Run 1, clock wiring as the flow saved it:
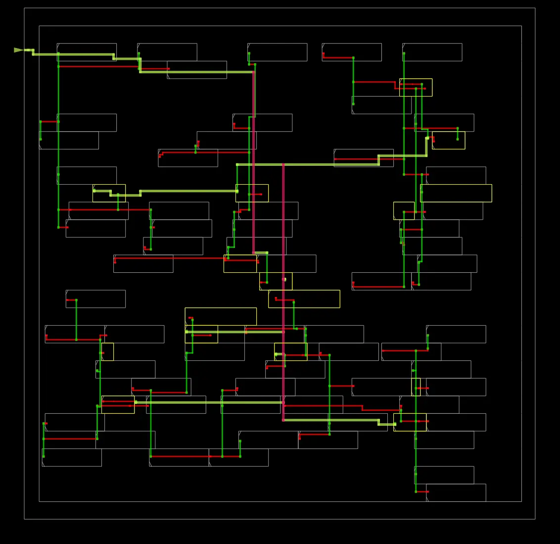
Run 1, local utilization:
(4 px per um) 8 x 8 tiles, from black (low) to pale yellow (high), 0 to 100% covered.
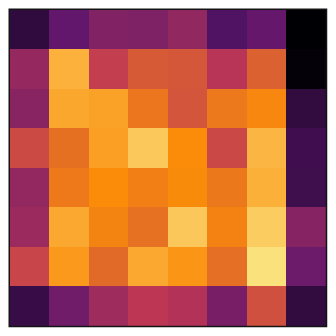
Run 1, clock network drawn from the DEF:
(8 px per um)
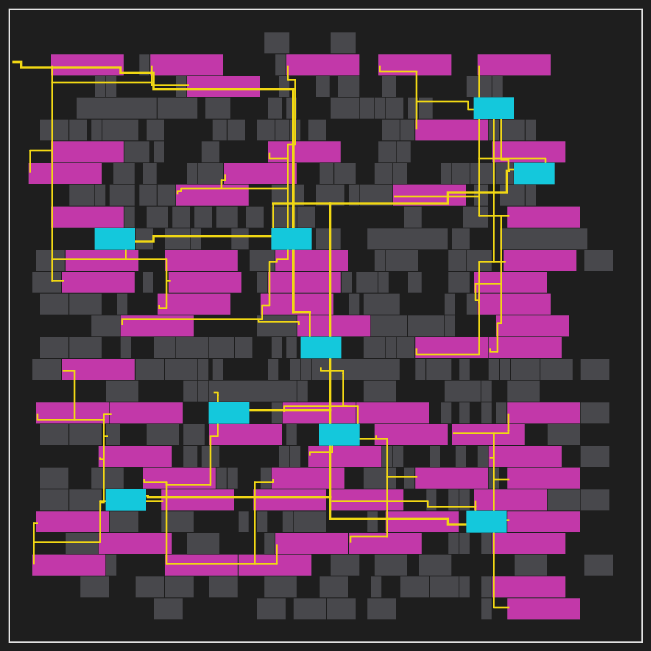
Run 1, layout detail:
Window x 27 to 52, y 27 to 52 um. Cells in grey, sequential cells in the stronger grey; small squares are vias.
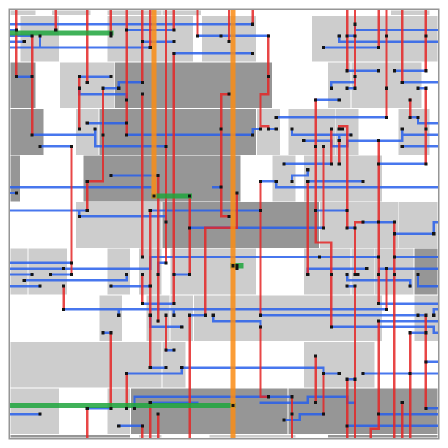
File: config.mk
export PLATFORM = sky130hd
export DESIGN_NAME = ascii_word_receiver
export DESIGN_NICKNAME = d
export VERILOG_FILES = /design/src/rtl/ascii_word_receiver.sv
export SDC_FILE = /design/constraint.sdc
export NUM_CORES = 1
export LEC_CHECK = 0
export ABC_AREA = 0
export CAP_MARGIN = 20
export CORE_MARGIN = 2
export CORE_UTILIZATION = 50
export DETAILED_ROUTE_END_ITERATION = 10
export GPL_TIMING_DRIVEN = 0
export MAX_ROUTING_LAYER = met4
export PLACE_DENSITY_LB_ADDON = 0.1
export SLEW_MARGIN = 20
export SYNTH_ARGS = -nofsm -noshare
export SYNTH_HDL_FRONTEND = slang
export SYNTH_SLANG_ARGS = --single-unit
File: constraint.sdc
create_clock -name clk -period 2.9 [get_ports clk]
set_clock_uncertainty 0.05 [all_clocks]
set_input_delay 0.87 -clock clk [delete_from_list [all_inputs] [get_ports clk]]
set_output_delay 0.87 -clock clk [all_outputs]
set_load 0.01 [all_outputs]
File: src/rtl/ascii_word_receiver.sv
// Drains the UART RX FIFO and rebuilds 16-bit words from 4-character ASCII
// frames ('0'..'?' carry one nibble each, MS nibble first).
module ascii_word_receiver #(
  parameter int TIMEOUT_CYCLES = 1_000_000
) (
  input  logic        clk,
  input  logic        rst,
  input  logic        rx_empty,
  input  logic [7:0]  rx_pop_data,
  output logic        rx_pop,
  output logic [15:0] o_data,
  output logic        o_valid,
  output logic        o_err,
  output logic        o_timeout,
  output logic        o_busy
);

  localparam int TW = $clog2(TIMEOUT_CYCLES + 1);
  localparam logic [TW-1:0] TMO_LAST = TW'(TIMEOUT_CYCLES - 1);

  typedef enum logic {S_WAIT, S_CHECK} state_t;

  state_t        state;
  logic [7:0]    byte_reg;
  logic [15:0]   shift_reg;
  logic [2:0]    cnt;
  logic [TW-1:0] tmo;

  logic          is_digit;
  logic          is_eol;
  logic [15:0]   shift_next;
  logic [2:0]    cnt_inc;

  assign is_digit   = (byte_reg[7:4] == 4'h3);
  assign is_eol     = (byte_reg == 8'h0D) || (byte_reg == 8'h0A);
  assign shift_next = {shift_reg[11:0], byte_reg[3:0]};
  assign cnt_inc    = cnt + 3'd1;

  always_ff @(posedge clk or posedge rst) begin
    if (rst) begin
      state     <= S_WAIT;
      byte_reg  <= 8'h00;
      shift_reg <= 16'h0000;
      cnt       <= 3'd0;
      tmo       <= '0;
      rx_pop    <= 1'b0;
      o_data    <= 16'h0000;
      o_valid   <= 1'b0;
      o_err     <= 1'b0;
      o_timeout <= 1'b0;
      o_busy    <= 1'b0;
    end else begin
      rx_pop    <= 1'b0;
      o_valid   <= 1'b0;
      o_err     <= 1'b0;
      o_timeout <= 1'b0;
      case (state)
        S_WAIT: begin
          // The timeout clears cnt at the same edge a new byte is latched,
          // so that byte is classified as the first nibble of a fresh frame.
          if (cnt != 3'd0) begin
            if (tmo == TMO_LAST) begin
              cnt       <= 3'd0;
              tmo       <= '0;
              o_timeout <= 1'b1;
              o_busy    <= 1'b0;
            end else begin
              tmo <= tmo + TW'(1);
            end
          end else begin
            tmo <= '0;
          end
          if (!rx_empty) begin
            byte_reg <= rx_pop_data;
            rx_pop   <= 1'b1;
            state    <= S_CHECK;
          end
        end
        S_CHECK: begin
          tmo   <= '0;
          state <= S_WAIT;
          if (is_digit) begin
            shift_reg <= shift_next;
            if (cnt_inc == 3'd4) begin
              o_data  <= shift_next;
              o_valid <= 1'b1;
              cnt     <= 3'd0;
              o_busy  <= 1'b0;
            end else begin
              cnt    <= cnt_inc;
              o_busy <= 1'b1;
            end
          end else begin
            cnt    <= 3'd0;
            o_busy <= 1'b0;
            if (!is_eol) o_err <= 1'b1;
          end
        end
        default: state <= S_WAIT;
      endcase
    end
  end

endmodule

==> impl_metrics.json, run 1 <==
{
  "outcome": "finished clean",
  "slew_headroom": 0.534,
  "cp_top_family": "AND-OR/OR-AND gates",
  "wl_per_cell_um": 13.7,
  "common_cells": "dfrtp_1, nand2_1, mux2_2",
  "grt.overflow.total": 0,
  "switching_share": 0.225,
  "power.internal_uw": 1640,
  "finalWirelength_um": 5090,
  "seq_share": 0.460,
  "post-place-ws_ns": 0.406,
  "cts_made_buffers": 9,
  "htreeDepth": 3,
  "largest_class": "sequential cells",
  "grt_antenna_before_repair": 0,
  "place_congestion": 0.816,
  "finalCritPeriodShare": 0.856,
  "worst_pin_slew_ns": 0.696,
  "peakVddDrop_uv": 424,
  "clkTransAtPathRegs_ns": 0.07,
  "drt_first_pass_iters": 4,
  "required_ns": 3.08,
  "synth.top_cells.by_area": "dfrtp_1, mux2_2, nand2_1",
  "cp.arrival_ns": 2.66,
  "ioPinCount": 32,
  "clock_buffers": 11,
  "root_buffer": "clkbuf_8",
  "num-fill-cells": 471,
  "syn_inst": 251,
  "avgViaCountPerCell": 5.16,
  "cp_slowest_cell": "o41ai_4",
  "synth_cell_types": 35,
  "max_stage_delay_ns": 0.68,
  "worstHoldPathCells": 2,
  "ant_nets": 0,
  "grt_max_degree": 49,
  "fp.dieH_um": 78.9,
  "startpoint": "tmo[0]$_DFF_PP0_",
  "hold_start": "shift_reg[9]$_DFFE_PP0P_",
  "rr_endpoint": "tmo[11]$_DFF_PP0_",
  "syn_area_per_cell_um2": 11.2,
  "ys_cells": 251,
  "reg2reg_from": "tmo[0]$_DFF_PP0_",
  "ys_sh_simple": 0.184,
  "xor_share": 0.0406,
  "crit_path_cell_trace": "ha_1 > clkbuf_8 > inv_1 > or4_4 > o41ai_4 > buf_6 > nor2_1",
  "largest_area_cell": "dfrtp_1",
  "top_cell_area_share": 0.571,
  "critical_path_depth": 7,
  "synth-async-reset-ratio": 1.00,
  "cp_num_buf_inv": 3,
  "num-nets-final": 310,
  "p_comb_uw": 150,
  "fmax_mhz": 403,
  "seqPwrFrac": 0.489,
  "power_leakage_uw": 0.00156,
  "hold_viol": 0,
  "clockBufferDepth": 2,
  "setup_viol": 0,
  "synth.most_common_cell": "dfrtp_1",
  "seq_cell_power_uw": 1030,
  "comb_area_mm2": 0.00111,
  "port_buffers": 31,
  "log.warning_count": 29,
  "critPathCapture": "tmo[11]$_DFF_PP0_",
  "cts_resized": 0,
  "inv_count": 10,
  "lay_top_count": "dfrtp_1",
  "place.detailed.hpwl_um": 3500,
  "ys_ff": 64,
  "vias": 1913,
  "post-route-drc-count": 0,
  "final-nonclk-buf-share": 0.113,
  "final-max-slew-violation-count": 0,
  "powerDensity_mw_per_mm2": 607,
  "end_kind": "register",
  "cp_max_fo": 10,
  "r2r_cells": 7,
  "largest_reg_flops": 20,
  "num_antenna_cells": 0,
  "fin_ws_ns": 0.419,
  "die_w_um": 78.9,
  "cts_sinks": 64,
  "post_route_cells_drive_above_1_share": 0.167,
  "cts_tree": "built",
  "layout-area-overhead-vs-synth_pct": 24.1,
  "yosys_area_mm2": 0.00281,
  "mux_area_frac": 0.0963,
  "nNonClkBuffers": 42,
  "power_leader": "registers",
  "comb_area_frac": 0.319,
  "final_area_mm2": 0.00348,
  "p_switching_uw": 475,
  "cts_hold_buffers": 0,
  "grt_pass1_wl_um": 8700,
  "grt_pass1_vias": 1877,
  "aoi_share": 0.0531,
  "rsz0062_at_grt": "false",
  "period_minus_slack_ns": 2.48,
  "drv_cap": 0,
  "post_cts_buffers": 0,
  "rows": 27,
  "yosys_warnings": 0,
  "comb_cells": 167,
  "grt.total_usage": 0.192,
  "tap_cells": 72,
  "yosys.area_share.adder": 0.0223,
  "r2r_slack_ns": 0.42,
  "synth_nets": 267,
  "hold_path_end": "shift_reg[9]$_DFFE_PP0P_",
  "critPathLaunchType": "register",
  "combPwrFrac": 0.071,
  "dr.first_iter.drc_count": 89,
  "final_cell_mix": "dfrtp_1, nand2_1, clkdlybuf4s50_1",
  "clkCellAreaFrac": 0.0704,
  "edf_count": 0,
  "ff_latch_area_mm2": 0.00160
}
Notes on 'clock wiring as the flow saved it' above:
Clk power: 930 uW
FFs & Latches: 64

Notes on 'local utilization' above:
emptiest ninth of the die = north-east
mean over tiles = 55%
fullest tile = 93%
nearly empty tiles = 3.1%
post-layout util: 0.636
core area: 0.00547 mm^2
FP Util: 0.513

Notes on 'clock network drawn from the DEF' above:
cyan -> clock drivers  # count 9
magenta -> flip-flops  # count 64
yellow -> clock wires  # length 782 um
flops lie = all over the die
routed clock nets = 10
clk_lat worst skew: 0.34 ns
clock share of power: 0.440

Notes on 'layout detail' above:
orange -> metal 4
blue -> metal 1
red -> metal 2
green -> metal 3
most frequent = nand2_1 (7), dfrtp_1 (6), clkbuf_8 (4)
netlist names of flops here include = shift_reg (2), tmo (2)
cells with their middle in the window = 40
sequential cells in the window = 6

-- run 1: through the flow --
step           TNS (ns)  hold WS, ns  cells  utilization
5_1_grt               0        0.463    371        0.636
2_1_floorplan         0        0.392    251            -
6_report              0        0.424    371        0.636
4_1_cts               0        0.428    371        0.636
3_3_place_gp     -49.85        0.409    354        0.586
3_5_place_dp          0        0.412    355        0.591
-- run 1: worst reg2reg max path: stages, from the launching register on --
cell and delay, ns:
dfrtp_1 0.40, ha_1 0.18, clkbuf_8 0.16, inv_1 0.05
or4_4 0.56, o41ai_4 0.68, buf_6 0.23, nor2_1 0.06
-- run 1: metal layers --
metal	part of all wire	track usage
met3	0.059	0.0761
met4	0.013	0.0621
met2	0.44	0.265
met1	0.49	0.261
met5	0	-
==> run 1 -> run 2 <==
--- a/config.mk
+++ b/config.mk
@@ -6,7 +6,7 @@
 export NUM_CORES = 1
 export LEC_CHECK = 0
 export ABC_AREA = 0
-export CAP_MARGIN = 20
+export CORE_ASPECT_RATIO = 1.4
 export CORE_MARGIN = 2
 export CORE_UTILIZATION = 50
 export DETAILED_ROUTE_END_ITERATION = 10
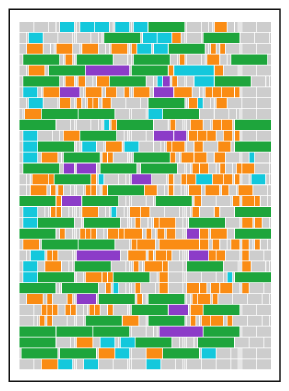
Run 2: cells coloured by class
(4 px per um) Fill, decap, tap and diode cells in grey.
purple -> clock drivers and dummy loads  # cells 16, share of their area 7.2%
orange -> combinational and other logic  # cells 177, share of their area 34%
cyan -> other buffers and delay cells  # cells 42, share of their area 12%
green -> flops  # cells 64, share of their area 47%
post-layout util: 0.634
sequential cell area share: 0.461
Finished Cell Area: 0.00348 mm^2
core area: 0.00549 mm^2
Cell Rows: 32

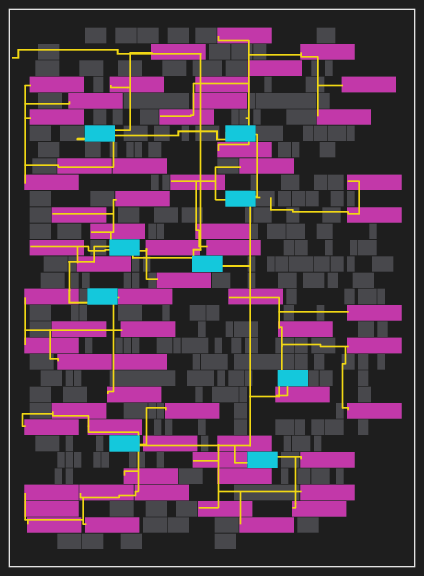
Run 2: clock network drawn from the DEF
(6 px per um)
cyan -> clock drivers  # count 9
magenta -> flip-flops  # count 64
yellow -> clock wires  # length 760 um
flops lie = all over the die
Clk power: 915 uW
clock share of power: 0.436

==> run 2 against run 1 <==
- utilization shrank 0.26 points
- count of clock-buffer cells in the layout fell by 2
- via count increased by 1.6%
- routed wire length grew 5.4%
- total power is 0.66% lower
- clock power shrank 2%
- sequential power about the same
- worst setup slack lost 0.063 ns
- non-clock buffer count unchanged
- combinational power about the same
- global-route usage rose by 0.96 points
- first-iteration DRC count down 22%
- critical path type unchanged
- largest power group unchanged
- highest routed layer unchanged
==> impl_metrics.json, run 2 <==
{
  "dr.first_iter.drc_count": 69,
  "yosys.area_share.adder": 0.0223,
  "synth_area_mm2": 0.00281,
  "wl_met3_um": 179,
  "grt_use_met2": 0.336,
  "port_buffers": 31,
  "final-nonclk-buf-share": 0.113,
  "place_inst": 351,
  "cts_sinks": 64,
  "cp_top_family": "AND-OR/OR-AND gates",
  "die_w_um": 67.3,
  "startpoint": "tmo[0]$_DFF_PP0_",
  "highest_layer": "met4",
  "dieArea_mm2": 0.00624,
  "clkTransAtPathRegs_ns": 0.07,
  "post_route_cells_drive_above_1_share": 0.171,
  "outcome": "finished clean",
  "fin_ws_ns": 0.356,
  "synth_nets": 267,
  "drv_cap": 0,
  "hold_viol": 0,
  "yosys_warnings": 0,
  "mux_area_frac": 0.0963,
  "cp_slowest_cell": "o41ai_4",
  "top_logic_kind": "simple AND/OR/NAND/NOR gates",
  "comb_area_mm2": 0.00111,
  "power.internal_uw": 1620,
  "powerDensity_mw_per_mm2": 604,
  "clock_buffers": 9,
  "cts_hold_buffers": 0,
  "inv_count": 10,
  "required_ns": 3.08,
  "vias": 1944,
  "crit_path_cell_trace": "ha_1 > clkbuf_8 > inv_1 > or4_4 > o41ai_4 > buf_6 > nor2_1",
  "synth.top_cells.by_area": "dfrtp_1, mux2_2, nand2_1",
  "grt.total_usage": 0.201,
  "grt_pass1_wl_um": 9000,
  "layout-area-overhead-vs-synth_pct": 23.9,
  "nNonClkBuffers": 42,
  "cts_resized": 0,
  "grt_pass1_vias": 1965,
  "drt_first_pass_iters": 6,
  "cts_made_buffers": 9,
  "period_minus_slack_ns": 2.54,
  "post-route-drc-count": 0,
  "htreeDepth": 3,
  "holdWs_ns": 0.430,
  "final_cell_mix": "dfrtp_1, nand2_1, clkdlybuf4s50_1",
  "comb_cells": 167,
  "critPathLaunchType": "register",
  "largest_area_cell": "dfrtp_1",
  "ys_seq_frac": 0.571,
  "fp-utilization": 0.512,
  "use_met1": 0.219,
  "syn_inst": 251,
  "grt_busiest_layer": "met2",
  "grt_antenna_before_repair": 0,
  "layout.cells.non_filler": 367,
  "top_cell_area_share": 0.571,
  "combPwrFrac": 0.071,
  "common_cells": "dfrtp_1, nand2_1, mux2_2",
  "clk_latency_ns": 0.34,
  "tap_cells": 68,
  "place.detailed.hpwl_um": 3870,
  "ff_count": 64,
  "aoi_share": 0.0531,
  "max_stage_delay_ns": 0.73,
  "num-fill-cells": 463,
  "ys_ff": 64,
  "setup_viol": 0,
  "cp_max_fo": 10,
  "grt_max_degree": 52,
  "placed_area_mm2": 0.00323,
  "seq_cell_power_uw": 1030,
  "cp.arrival_ns": 2.72,
  "clockBufferDepth": 2,
  "largest_class": "sequential cells",
  "ant_nets": 0,
  "final-max-slew-violation-count": 0,
  "ff_latch_area_mm2": 0.00160,
  "gr-usage-met3": 0.0474,
  "finalPower_uw": 2100,
  "ff_type": "dfrtp_1",
  "fin_setup_tns_ns": 0,
  "post_cts_buffers": 0,
  "place_congestion": 0.859,
  "finalWirelength_um": 5360,
  "wl_met1_um": 2180,
  "cts_tree": "built",
  "fp.dieH_um": 92.6,
  "switching_share": 0.231,
  "seqPwrFrac": 0.493,
  "peakVddDrop_uv": 376,
  "num-nets-final": 310,
  "xor_share": 0.0406,
  "ioPinCount": 32,
  "root_buffer": "clkbuf_8",
  "synth_cell_types": 35,
  "ys_cells": 251,
  "wl_met2_um": 2880,
  "rsz0062_at_grt": "false",
  "lay_top_count": "dfrtp_1",
  "slew_headroom": 0.532,
  "min_path_type": "register to register",
  "comb_area_frac": 0.320,
  "synth.most_common_cell": "dfrtp_1",
  "end_kind": "register",
  "yosys_area_mm2": 0.00281,
  "hold_start": "shift_reg[10]$_DFFE_PP0P_",
  "grt.overflow.total": 0,
  "num_antenna_cells": 0,
  "avgViaCountPerCell": 5.30,
  "ys_sh_simple": 0.184,
  "p_comb_uw": 150,
  "power_leader": "registers",
  "reg2reg_from": "tmo[0]$_DFF_PP0_",
  "fmax_mhz": 393,
  "finalCritPeriodShare": 0.877,
  "power_leakage_uw": 0.00156,
  "p_switching_uw": 484,
  "synth-async-reset-ratio": 1.00,
  "log.warning_count": 29,
  "clkCellAreaFrac": 0.0702,
  "edf_count": 0,
  "critPathKind": "register to register",
  "worst_pin_slew_ns": 0.700,
  "cp_num_buf_inv": 3,
  "syn_area_per_cell_um2": 11.2,
  "wl_per_cell_um": 14.6,
  "largest_reg_flops": 20,
  "post-place-ws_ns": 0.379
}
[run 2: cell counts after synthesis]
No cell type changed its count.
[run 2: final timing paths]
| kind | to | slack (ns) | cells after the start |
|---|---|---|---|
| min | shift_reg[10]$_DFFE_PP0P_ | 0.43 | 2 |
| min reg2reg | shift_reg[10]$_DFFE_PP0P_ | 0.43 | 2 |
| max in group asynchronous | tmo[3]$_DFF_PP0_ | 1.55 | 3 |
| max reg2reg | tmo[9]$_DFF_PP0_ | 0.36 | 7 |
| min in group asynchronous | tmo[1]$_DFF_PP0_ | 0.74 | 2 |
| max | tmo[9]$_DFF_PP0_ | 0.36 | 7 |
Power and IR drop assume default switching activity.
